<file path="src/rtl/calc_result_bcd_v_if.sv">
// Handshake and display bundle between the result source and the BCD converter.
interface calc_result_bcd_v_if;
    logic        i_start;
    logic [7:0]  i_bin;
    logic        o_busy;
    logic        o_done;
    logic [11:0] o_bcd;
    logic        o_neg;
    logic [6:0]  o_seg_h;
    logic [6:0]  o_seg_t;
    logic [6:0]  o_seg_o;

    modport master (
        output i_start, i_bin,
        input  o_busy, o_done, o_bcd, o_neg, o_seg_h, o_seg_t, o_seg_o
    );

    modport slave (
        input  i_start, i_bin,
        output o_busy, o_done, o_bcd, o_neg, o_seg_h, o_seg_t, o_seg_o
    );
endinterface

</file>
<file path="src/rtl/calc_result_bcd_v.sv">
// Sequential 8-bit binary to 3-digit BCD converter (double dabble, one bit per clock)
// with 7-segment decode. Define CALC_BCD_SIGNED_EN to treat i_bin as two's complement.
module calc_result_bcd_v #(
    parameter bit SEG_ACTIVE_LOW = 1'b0,
    parameter bit BLANK_LZ       = 1'b1
) (
    input  logic                i_clk,
    input  logic                i_rst,
    calc_result_bcd_v_if.slave  bus
);

    typedef enum logic {IDLE, SHIFT} state_t;

    state_t      state_reg;
    logic [19:0] shift_reg;
    logic [2:0]  cnt_reg;
    logic        done_reg;
    logic [11:0] bcd_reg;
    logic [11:0] adj_next;
    logic [19:0] shift_next;
    logic [7:0]  load_val;

    // Add-3 correction on each BCD nibble before the shift.
    genvar gi;
    generate
        for (gi = 0; gi < 3; gi++) begin : g_adj
            logic [3:0] nib;
            assign nib = shift_reg[8 + gi*4 +: 4];
            assign adj_next[gi*4 +: 4] = (nib >= 4'd5) ? nib + 4'd3 : nib;
        end
    endgenerate

    assign shift_next = {adj_next[10:0], shift_reg[7:0], 1'b0};

`ifdef CALC_BCD_SIGNED_EN
    logic sign_reg;
    logic neg_reg;
    assign load_val   = bus.i_bin[7] ? (8'd0 - bus.i_bin) : bus.i_bin;
    assign bus.o_neg  = neg_reg;
`else
    assign load_val   = bus.i_bin;
    assign bus.o_neg  = 1'b0;
`endif

    always_ff @(posedge i_clk) begin
        if (i_rst) begin
            state_reg <= IDLE;
            shift_reg <= '0;
            cnt_reg   <= '0;
            done_reg  <= 1'b0;
            bcd_reg   <= '0;
`ifdef CALC_BCD_SIGNED_EN
            sign_reg  <= 1'b0;
            neg_reg   <= 1'b0;
`endif
        end else begin
            done_reg <= 1'b0;
            case (state_reg)
                IDLE: begin
                    if (bus.i_start) begin
                        shift_reg <= {12'h000, load_val};
                        cnt_reg   <= '0;
`ifdef CALC_BCD_SIGNED_EN
                        sign_reg  <= bus.i_bin[7];
`endif
                        state_reg <= SHIFT;
                    end
                end
                SHIFT: begin
                    shift_reg <= shift_next;
                    cnt_reg   <= cnt_reg + 3'd1;
                    if (cnt_reg == 3'd7) begin
                        bcd_reg   <= shift_next[19:8];
`ifdef CALC_BCD_SIGNED_EN
                        neg_reg   <= sign_reg;
`endif
                        done_reg  <= 1'b1;
                        state_reg <= IDLE;
                    end
                end
                default: state_reg <= IDLE;
            endcase
        end
    end

    assign bus.o_busy = (state_reg == SHIFT);
    assign bus.o_done = done_reg;
    assign bus.o_bcd  = bcd_reg;

    function automatic logic [6:0] seg7(input logic [3:0] d);
        logic [6:0] s;
        case (d)
            4'd0:    s = 7'h3F;
            4'd1:    s = 7'h06;
            4'd2:    s = 7'h5B;
            4'd3:    s = 7'h4F;
            4'd4:    s = 7'h66;
            4'd5:    s = 7'h6D;
            4'd6:    s = 7'h7D;
            4'd7:    s = 7'h07;
            4'd8:    s = 7'h7F;
            4'd9:    s = 7'h6F;
            default: s = 7'h00;
        endcase
        return s;
    endfunction

    // Tens is only a leading zero when hundreds is also zero.
    logic [2:0]       blank;
    logic [2:0][6:0]  seg_out;

    assign blank[2] = BLANK_LZ && (bcd_reg[11:8] == 4'd0);
    assign blank[1] = blank[2] && (bcd_reg[7:4] == 4'd0);
    assign blank[0] = 1'b0;

    generate
        for (gi = 0; gi < 3; gi++) begin : g_seg
            logic [6:0] lit;
            assign lit         = blank[gi] ? 7'h00 : seg7(bcd_reg[gi*4 +: 4]);
            assign seg_out[gi] = lit ^ {7{SEG_ACTIVE_LOW}};
        end
    endgenerate

    assign bus.o_seg_h = seg_out[2];
    assign bus.o_seg_t = seg_out[1];
    assign bus.o_seg_o = seg_out[0];

endmodule

</file>
<file path="src/flat_wrapper.sv">
// flat-port wrapper written by rule: the top's interface ports become plain ports
module calc_result_bcd_v_flat 
#(
    parameter bit SEG_ACTIVE_LOW = 1'b0,
    parameter bit BLANK_LZ       = 1'b1
)
  (i_clk, i_rst, bus_i_start, bus_i_bin, bus_o_busy, bus_o_done, bus_o_bcd, bus_o_neg, bus_o_seg_h, bus_o_seg_t, bus_o_seg_o);
  calc_result_bcd_v_if bus_i ();
  input  logic i_clk;
  input  logic i_rst;
  input wire logic [$bits(bus_i.i_start)-1:0] bus_i_start;
  input wire logic [$bits(bus_i.i_bin)-1:0] bus_i_bin;
  output wire logic [$bits(bus_i.o_busy)-1:0] bus_o_busy;
  output wire logic [$bits(bus_i.o_done)-1:0] bus_o_done;
  output wire logic [$bits(bus_i.o_bcd)-1:0] bus_o_bcd;
  output wire logic [$bits(bus_i.o_neg)-1:0] bus_o_neg;
  output wire logic [$bits(bus_i.o_seg_h)-1:0] bus_o_seg_h;
  output wire logic [$bits(bus_i.o_seg_t)-1:0] bus_o_seg_t;
  output wire logic [$bits(bus_i.o_seg_o)-1:0] bus_o_seg_o;
  assign bus_i.i_start = bus_i_start;
  assign bus_i.i_bin = bus_i_bin;
  assign bus_o_busy = bus_i.o_busy;
  assign bus_o_done = bus_i.o_done;
  assign bus_o_bcd = bus_i.o_bcd;
  assign bus_o_neg = bus_i.o_neg;
  assign bus_o_seg_h = bus_i.o_seg_h;
  assign bus_o_seg_t = bus_i.o_seg_t;
  assign bus_o_seg_o = bus_i.o_seg_o;
  calc_result_bcd_v #(.SEG_ACTIVE_LOW(SEG_ACTIVE_LOW), .BLANK_LZ(BLANK_LZ)) u_core (.i_clk(i_clk), .i_rst(i_rst), .bus(bus_i));
endmodule
</file>
<file path="config.mk">
export PLATFORM = sky130hd
export DESIGN_NAME = calc_result_bcd_v_flat
export DESIGN_NICKNAME = d
export VERILOG_FILES = /design/src/rtl/calc_result_bcd_v_if.sv /design/src/rtl/calc_result_bcd_v.sv /design/src/flat_wrapper.sv
export SDC_FILE = /design/constraint.sdc
export NUM_CORES = 1
export LEC_CHECK = 0
export ABC_AREA = 1
export CORE_MARGIN = 2
export CORE_UTILIZATION = 50
export CTS_CLUSTER_DIAMETER = 30
export DETAILED_ROUTE_END_ITERATION = 7
export PLACE_DENSITY = 0.75
export SYNTH_ARGS = -nofsm -noshare
export SYNTH_HDL_FRONTEND = slang
export SYNTH_SLANG_ARGS = --single-unit
</file>
<file path="constraint.sdc">
create_clock -name i_clk -period 2.45 [get_ports i_clk]
set_clock_uncertainty 0.15 [all_clocks]
set_input_delay 0.245 -clock i_clk [delete_from_list [all_inputs] [get_ports i_clk]]
set_output_delay 0.245 -clock i_clk [all_outputs]
set_load 0.03 [all_outputs]
</file>
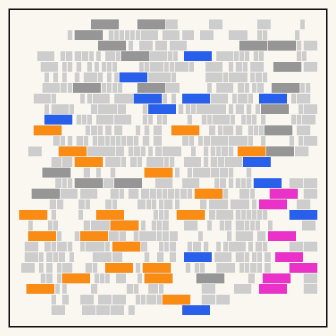
Figure 1: register map, names as in the netlist.
Other sequential cells in the stronger gray, the rest of the logic in the fainter gray.
orange -> u_core.shift_reg  # sequential cells 20
magenta -> u_core.bus.o_seg_o  # sequential cells 7, where lower right
blue -> u_core.bus.o_bcd  # sequential cells 12

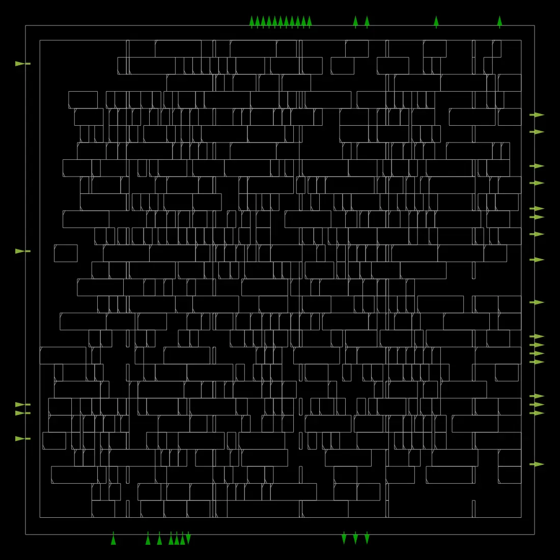
Figure 2: placement view.
Seq/total area: 31.1%
core area: 5850 um^2
total of fill cells in the finished design: 511
non-filler cells, final: 552
end-of-flow core utilization: 63.9%

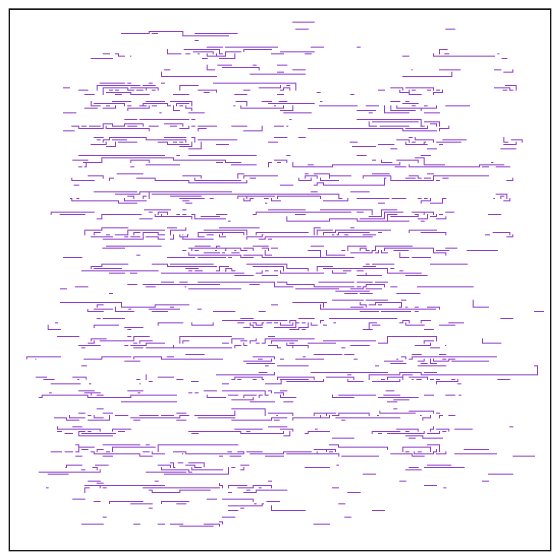
Figure 3: the metal 1 layer.
main direction = horizontal
longest straight run = 28.1 um

-- routing by layer --
| metal | part of all wire (%) | routed length (um) | vias up |
|---|---|---|---|
| li1 | - | - | 1404 |
| met1 | 46 | 2700 | 1185 |
| met2 | 49 | 2880 | 66 |
| met3 | 4.6 | 275 | 8 |
| met4 | 1.1 | 67 | 0 |
| met5 | 0 | 0 | - |
-- final cells by class --
type	instances	share of cell area [%]
Clock buffer	14	4.62
Tap cell	75	2.51
Timing Repair Buffer	52	13.6
Inverter	72	7.23
Clock inverter	2	0.268
Sequential cell	58	31.1
Multi-Input combinational cell	279	40.7
-- timing repair --
item / CTS / global route
pin swaps: 0 / 0
hold buffers: 0 / 0
hold endpoints to repair: 0 / 0
setup endpoints to repair: 7 / 7
resized: 4 / 5
==> out/metrics.cfg <==
[floorplanning]
die_area_um2 = 6600
fp_util_pct = 51.0
die_h_um = 81.2

[setup_path]
worstSetupEndpointType = register
required_ns = 2.52
reg2reg_from = u_core.shift_reg[12]
critical_path.slowest_cell = dfxtp_1
worst-endpoint-arrival_ns = 2.31
setup.worst_path.start_class = register
maximum_fanout_encountered_on_the_critical_timing_path = 7
cp.buffers_inverters = 3
worst_path_most_repeated_cell = nand2_1
critical-path-top-delay-family = simple AND/OR/NAND/NOR gates
worst_r2r_path_depth = 14

[detailed_routing]
drc_errors = 0
drt_iter0_drc = 107
firstDrtPassIters = 4
avgViaCountPerCell = 4.82
totalWireLength_um = 5930

[yosys]
synth.top_cells.by_area = dfxtp_1 39%, nand2_1 16%, ha_1 11%
netlist_area_um2 = 2980
common_cells = 131 x nand2_1, 63 x inv_1, 58 x dfxtp_1
yosys_stat_cell_total = 417
synthXorXnorAreaFrac_pct = 0
adder_share_pct = 10.9
synth_top_area_share_pct = 38.9
yosysWarningCount = 0
ys_seq_elements = 58
logic_family = simple AND/OR/NAND/NOR gates
synth_cells = 417
synth.most_common_cell = nand2_1
netlist-cell-type-count = 28

[power]
clock_power_mw = 0.798
seq_power_share_pct = 52.0
p_comb_share_pct = 4.9
overall_power_mw = 1.85
pg_seq_mw = 0.961
power_report.internal_total_mw = 1.44
power.leakage_nw = 2.03
power.share.clock_pct = 43.1
group_with_the_largest_share_of_power = sequential cells
powerDensity_nw_per_um2 = 495
worst_ir_drop_vdd_uv = 257

[cells_and_area]
lay_top_count = nand2_1
seq_area_um2 = 1160
mostFrequentLayoutCells = 130 x nand2_1, 63 x inv_1, 58 x dfxtp_1
num_antenna_cells = 0
comb_area_um2 = 1520
syn2layout_area_growth_pct = 25.3

[grt]
global_route.peak_usage_layer = met2
globalRouteMet3Util_pct = 5.44
grt_util_met2_pct = 33.8
via_count_of_the_first_global_routing_pass = 2456
grt_usage_pct = 19.7
antenna_found_initial = 0
grt_first_pass_wirelength_um = 10200
gr-total-overflow = 0

[final_timing]
hold_viol_final = 0
worst_hold_slack_ns = 0.306
min_period_over_period_pct = 91.2
maximum_frequency_from_static_timing_analysis_ghz = 0.448
total_negative_slack_ns = 0
layout_min_cycle_time_ns = 2.23
rsz_0062_raised_after_global_routing = false
setup_viol = 0

[clock_network]
cts.path.max_buffers = 2
clk_pin_slew_worst_paths_ns = 0.06
cts_setup_buffers = 0

[flow_run]
drv_cap = 0
warnings = 44

[placed_design]
placedInstanceArea_um2 = 3540
place_inst = 536
port-buffer-count = 45
detailedPlace.worstSlack_ns = 0.113

[outcome]
result_of_the_run = finished, final reports clean

[min_path]
hold_start = u_core.cnt_reg[0]

